### src/rtl/fetch_pc_gen.sv
// Fetch PC generator: owns the fetch PC, issues 16-byte I-cache block requests under a credit
// limit, tracks in-flight requests in order, and buffers returned blocks in a fetch queue.
module fetch_pc_gen #(
  parameter logic [31:0] RESET_PC = 32'h8000_0000,
  parameter int unsigned FQ_DEPTH = 4
) (
  input  logic         clk,
  input  logic         resetn,
  input  logic         redirect_valid,
  input  logic [31:0]  redirect_pc,
  input  logic [31:0]  pred_next_pc,
  output logic [31:0]  fetch_pc,
  output logic         icache_req_valid,
  input  logic         icache_req_ready,
  output logic [31:0]  icache_req_addr,
  input  logic         icache_resp_valid,
  input  logic [127:0] icache_resp_data,
  output logic         fq_valid,
  input  logic         fq_ready,
  output logic [31:0]  fq_pc,
  output logic [1:0]   fq_start,
  output logic [127:0] fq_data
);

  localparam int unsigned PTR_W = $clog2(FQ_DEPTH);
  localparam int unsigned CNT_W = PTR_W + 1;
  localparam logic [CNT_W:0] OCC_LIMIT = FQ_DEPTH[CNT_W:0];

  typedef struct packed {
    logic [31:0]  pc;
    logic [127:0] data;
  } fq_entry_t;

  // In-flight tag queue: request PC plus a live bit cleared by redirect.
  logic [31:0]          tag_pc_mem [FQ_DEPTH];
  logic [FQ_DEPTH-1:0]  tag_live;
  logic [PTR_W-1:0]     tag_wr_ptr;
  logic [PTR_W-1:0]     tag_rd_ptr;
  logic [CNT_W-1:0]     tag_cnt;

  fq_entry_t            fq_mem [FQ_DEPTH];
  logic [PTR_W-1:0]     fq_wr_ptr;
  logic [PTR_W-1:0]     fq_rd_ptr;
  logic [CNT_W-1:0]     fq_cnt;

  logic [CNT_W:0]       occ;
  logic                 req_fire;
  logic                 resp_pop;
  logic                 fq_push;
  logic                 fq_pop;
  logic [31:0]          next_pc;

  // Credit covers both in-flight requests and queued blocks, so every response finds a free slot.
  assign occ              = {1'b0, tag_cnt} + {1'b0, fq_cnt};
  assign icache_req_valid = resetn & (occ < OCC_LIMIT) & ~redirect_valid;
  assign icache_req_addr  = {fetch_pc[31:4], 4'b0000};
  assign req_fire         = icache_req_valid & icache_req_ready;

  assign resp_pop = icache_resp_valid & (tag_cnt != '0);
  assign fq_push  = resp_pop & tag_live[tag_rd_ptr] & ~redirect_valid;
  assign fq_pop   = fq_valid & fq_ready & ~redirect_valid;

  assign fq_valid = (fq_cnt != '0);
  assign fq_pc    = fq_mem[fq_rd_ptr].pc;
  assign fq_start = fq_mem[fq_rd_ptr].pc[3:2];
  assign fq_data  = fq_mem[fq_rd_ptr].data;

  // A sequential prediction is realigned to the next block so a mid-block start advances cleanly.
  always_comb begin
    // NOTE: every combinational output gets a default first so no path can infer a latch.
    next_pc = pred_next_pc;
    if (pred_next_pc == fetch_pc + 32'd16) begin
      next_pc = {fetch_pc[31:4] + 28'd1, 4'b0000};
    end
  end

  always_ff @(posedge clk or negedge resetn) begin
    if (!resetn) begin
      // NOTE: state registers use non-blocking assignments so all flops update together at the edge.
      fetch_pc <= RESET_PC;
    end else if (redirect_valid) begin
      fetch_pc <= redirect_pc;
    end else if (req_fire) begin
      fetch_pc <= next_pc;
    end
  end

  always_ff @(posedge clk or negedge resetn) begin
    if (!resetn) begin
      tag_wr_ptr <= '0;
      tag_rd_ptr <= '0;
      tag_cnt    <= '0;
      tag_live   <= '0;
    end else begin
      if (req_fire) begin
        tag_wr_ptr <= tag_wr_ptr + PTR_W'(1);
      end
      if (resp_pop) begin
        tag_rd_ptr <= tag_rd_ptr + PTR_W'(1);
      end
      case ({req_fire, resp_pop})
        2'b10:   tag_cnt <= tag_cnt + CNT_W'(1);
        2'b01:   tag_cnt <= tag_cnt - CNT_W'(1);
        default: tag_cnt <= tag_cnt;
      endcase
      // Killed entries keep their slot (and credit) until the matching response drains them.
      if (redirect_valid) begin
        tag_live <= '0;
      end else if (req_fire) begin
        tag_live[tag_wr_ptr] <= 1'b1;
      end
    end
  end

  always_ff @(posedge clk or negedge resetn) begin
    if (!resetn) begin
      fq_wr_ptr <= '0;
      fq_rd_ptr <= '0;
      fq_cnt    <= '0;
    end else if (redirect_valid) begin
      fq_wr_ptr <= '0;
      fq_rd_ptr <= '0;
      fq_cnt    <= '0;
    end else begin
      if (fq_push) begin
        fq_wr_ptr <= fq_wr_ptr + PTR_W'(1);
      end
      if (fq_pop) begin
        fq_rd_ptr <= fq_rd_ptr + PTR_W'(1);
      end
      case ({fq_push, fq_pop})
        2'b10:   fq_cnt <= fq_cnt + CNT_W'(1);
        2'b01:   fq_cnt <= fq_cnt - CNT_W'(1);
        default: fq_cnt <= fq_cnt;
      endcase
    end
  end

  // NOTE: storage arrays carry no reset; occupancy counters and live bits alone define validity.
  always_ff @(posedge clk) begin
    if (req_fire) begin
      tag_pc_mem[tag_wr_ptr] <= fetch_pc;
    end
    if (fq_push) begin
      fq_mem[fq_wr_ptr] <= '{pc: tag_pc_mem[tag_rd_ptr], data: icache_resp_data};
    end
  end

  // A response with nothing in flight is a protocol error; the design ignores it.
  resp_needs_tag: assert property (@(posedge clk) disable iff (!resetn)
    icache_resp_valid |-> (tag_cnt != '0));

endmodule

### config.mk
export PLATFORM = sky130hd
export DESIGN_NAME = fetch_pc_gen
export DESIGN_NICKNAME = d
export VERILOG_FILES = /design/src/rtl/fetch_pc_gen.sv
export SDC_FILE = /design/constraint.sdc
export NUM_CORES = 1
export LEC_CHECK = 0
export ABC_CLOCK_PERIOD_IN_PS = 11100
export CORE_ASPECT_RATIO = 0.9
export CORE_UTILIZATION = 43
export DETAILED_ROUTE_END_ITERATION = 6
export GPL_TIMING_DRIVEN = 0
export SLEW_MARGIN = 15
export SYNTH_ARGS = -nofsm -noshare
export SYNTH_HDL_FRONTEND = slang
export SYNTH_SLANG_ARGS = --single-unit
### constraint.sdc
create_clock -name clk -period 11.1 [get_ports clk]
set_input_delay 3.33 -clock clk [delete_from_list [all_inputs] [get_ports clk]]
set_output_delay 3.33 -clock clk [all_outputs]
set_load 0.005 [all_outputs]
### Nets reached from selected ports

Drawn at 1 px/µm.
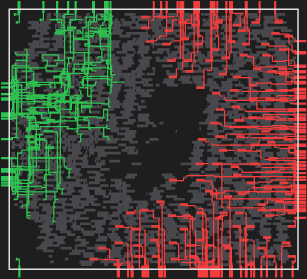
`fq_data` -> red  # bits 128, direction output, end cells 128, buffers 128, wire 5350 µm
`icache_req_addr` -> green  # bits 32, direction output, end cells 32, buffers 60, wire 4810 µm
I/O pin total: 426
port buffer count: 421

### Signal wires on met1

Drawn at 2 px/µm. Supply wires on this layer in gray. Cells faint in the background.
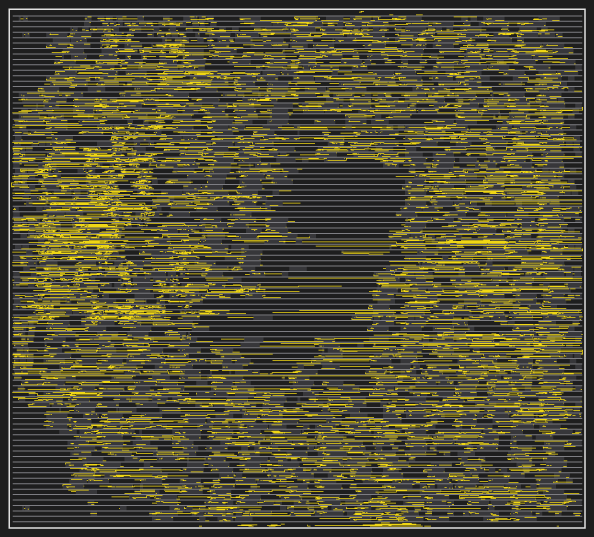
nets with wire on the layer = 2028
share of all routed wire = 42%
main direction = horizontal
wire length on this layer = 29.7 mm

==> impl_metrics.csv <==
group,metric,value,unit
worst_setup_path,worst_path_max_delay_cell,"clkdlybuf4s50_1",
logic_synthesis,ys_types,56,
final_timing,finalCritPeriodShare,76.3,%
clock_tree,cts_root_buf,"clkbuf_16",
routing,drc,0,
logic_synthesis,top_area_share,73.3,%
clock_tree,post_cts_buffers,0,
clock_tree,clk_pin_slew_worst_paths,60,ps
power_and_ir_drop,power_leader,"registers",
worst_setup_path,critPathArrivalTime,5140,ps
cells_and_area,buffers,537,
flow_run,warnings,32,
power_and_ir_drop,seqPwrFrac,46.9,%
clock_tree,h-tree-depth,3,
cells_and_area,area_share_nonclk_buffers,13.1,%
min_path,min_from,"tag_live[3]",
final_timing,drv_slew,0,
logic_synthesis,top_cells_by_area,"edfxtp_1 (73%), mux4_2 (14%), dfrtp_1 (3.9%), xnor2_1 (1.1%), mux2i_1 (0.99%)",
worst_setup_path,r2r_end,"fetch_pc[0]",
logic_synthesis,ff_type,"edfxtp_1",
power_and_ir_drop,p_int,5890,µW
cells_and_area,area_growth,27.1,%
placed_design,place.gp.congestion,0.829,
logic_synthesis,synthArstFlopShare,6.11,%
cells_and_area,comb_share,16.4,%
final_timing,tightest_slew,1040,ps
final_timing,rsz0062_at_grt,"no",
cells_and_area,inv_count,16,
worst_setup_path,r2r-start,"fetch_pc[4]",
die,num_rows,93,
global_routing,grt.overflow.total,0,
logic_synthesis,post-synth-top-count-cell,"edfxtp_1",
cells_and_area,clk_share,6.58,%
power_and_ir_drop,peakVddDrop,115,µV
routing,antenna_left,0,
cells_and_area,diodes,5,
power_and_ir_drop,pg_comb,1390,µW
routing,vias,15700,
worst_setup_path,startpoint,"resetn",
logic_synthesis,mux_area_share,14.8,%
cells_and_area,reg_top3,"fq_mem (640), tag_pc_mem (128), fetch_pc (32)",
routing,drtIter0Drc,1096,
global_routing,grt_use_met3,4.06,%
worst_setup_path,path_depth,4,
power_and_ir_drop,powerClk,2700,µW
clock_tree,cts_tree,"yes",
cells_and_area,final_cell_area,0.0400,mm²
cells_and_area,largest_reg_flops,640,
logic_synthesis,top_area_cell,"edfxtp_1",
die,die_h,259,µm
final_timing,min_period,8470,ps
placed_design,dp.cells,2827,
final_timing,hold_violations,0,
logic_synthesis,ys.flops,818,
power_and_ir_drop,p_sw_share,23.6,%
worst_setup_path,path_delay_family,"buffers and inverters",
final_timing,hold_slack,506,ps
routing,wl_met1,29700,µm
logic_synthesis,topCombFamilyByArea,"multiplexers",
flow_run,cap_violations,0,
logic_synthesis,synth.cellmix.compoundShare,1.32,%
cells_and_area,final-seq-area,0.0243,mm²
worst_setup_path,crit_buf_inv,2,
routing,wl_met3,4470,µm
routing,routed-wl-met2,34300,µm
routing,wl_per_cell,23.5,µm
logic_synthesis,synth-edff-count,768,
global_routing,grt_max_degree,52,
logic_synthesis,synth_area_per_cell,21.9,µm²
worst_setup_path,reg2reg_setup_slack,7790,ps
logic_synthesis,ys_area,0.0315,mm²
logic_synthesis,ys_sh_adder,0.604,%
logic_synthesis,ys_sh_simple,2.44,%
placed_design,placed_cell_area,0.0374,mm²
die,taps,950,
global_routing,busiest_layer,"met2",
logic_synthesis,ys_cells,1435,
min_path,hold_depth,2,
placed_design,hpwl,46100,µm
routing,top_layer,"met5",
worst_setup_path,cp_slowest_stage_delay,660,ps
final_timing,slew_headroom,30.9,%
placed_design,preCtsSetupSlack,2660,ps
power_and_ir_drop,pwr.group.sequential,3610,µW
power_and_ir_drop,p_per_area,193,mW/mm²
clock_tree,cts-hold-fix-buffers,0,
clock_tree,clock_path_buffers,3,
final_timing,setup-violations-final,0,
worst_setup_path,r2r_cells,8,
logic_synthesis,synthTopCellsByCount,"edfxtp_1 (768), mux4_2 (193), dfrtp_1 (49)",
clock_tree,cts_made_buffers,83,
power_and_ir_drop,switching_power,1820,µW
global_routing,use_met1,25.6,%
cells_and_area,final_cell_mix,"edfxtp_1 (768), clkdlybuf4s50_1 (420), mux4_2 (193), clkbuf_16 (86), dfrtp_1 (49)",
logic_synthesis,ys_sh_xor,1.56,%
min_path,holdPathEnd,"tag_live[3]",
clock_tree,cts_resized,0,
routing,via_per_inst,5.28,
min_path,min_path_type,"flop to flop",
cells_and_area,comb_cells,506,
cells_and_area,drive_above_1_share,19.5,%
worst_setup_path,cp_cell_sequence,"buf_4, nand3_1, a31oi_1, clkdlybuf4s50_1",
clock_tree,clock_sinks,818,
worst_setup_path,crit_end,"icache_req_valid",
logic_synthesis,yosys_warnings,0,
cells_and_area,logic_area,0.00656,mm²
worst_setup_path,crit_type,"primary input to output pin",
final_timing,clock_skew,18.5,ps
routing,drt_wl_total,70100,µm
final_timing,tns,0,ps
final_timing,layout_setup_ws,2630,ps
power_and_ir_drop,p_clk_share,35.1,%
global_routing,grtUsageMet2,30.6,%
cells_and_area,top_register,"fq_mem",
run_status,status,"completed",
global_routing,grtUsageTotal,18.9,%
clock_tree,clk_latency,620,ps
cells_and_area,mostFrequentLayoutCell,"edfxtp_1",
die,die_w,287,µm
cells_and_area,top_area_cell_class,"registers",
worst_setup_path,required,7770,ps
logic_synthesis,syn-instance-count,1435,
global_routing,grt_pass1_vias,16300,
power_and_ir_drop,power.leakage,0.0128,µW
### Placed standard cells

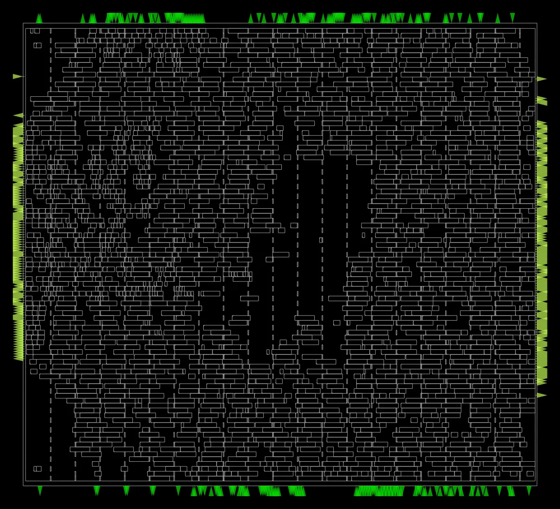
Seq cells: 818
Seq/total area: 60.8%
Finished Layout Cells: 2978
core box area: 0.0720 mm²
Filler cells: 5454

### Local utilization

Drawn at 1 px/µm. The die is cut into 29 by 26 equal tiles; dark blue is low, red is high, 0 to 100% covered.
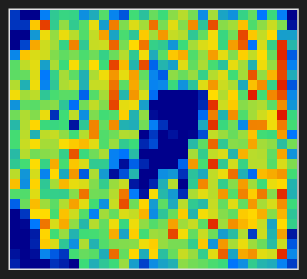
nearly empty tiles = 7.0%
mean over tiles = 52%
tiles over 75% full = 18%
emptiest ninth of the die = center
fullest tile = 97%
Final Util: 55.5%
fp util: 43.7%

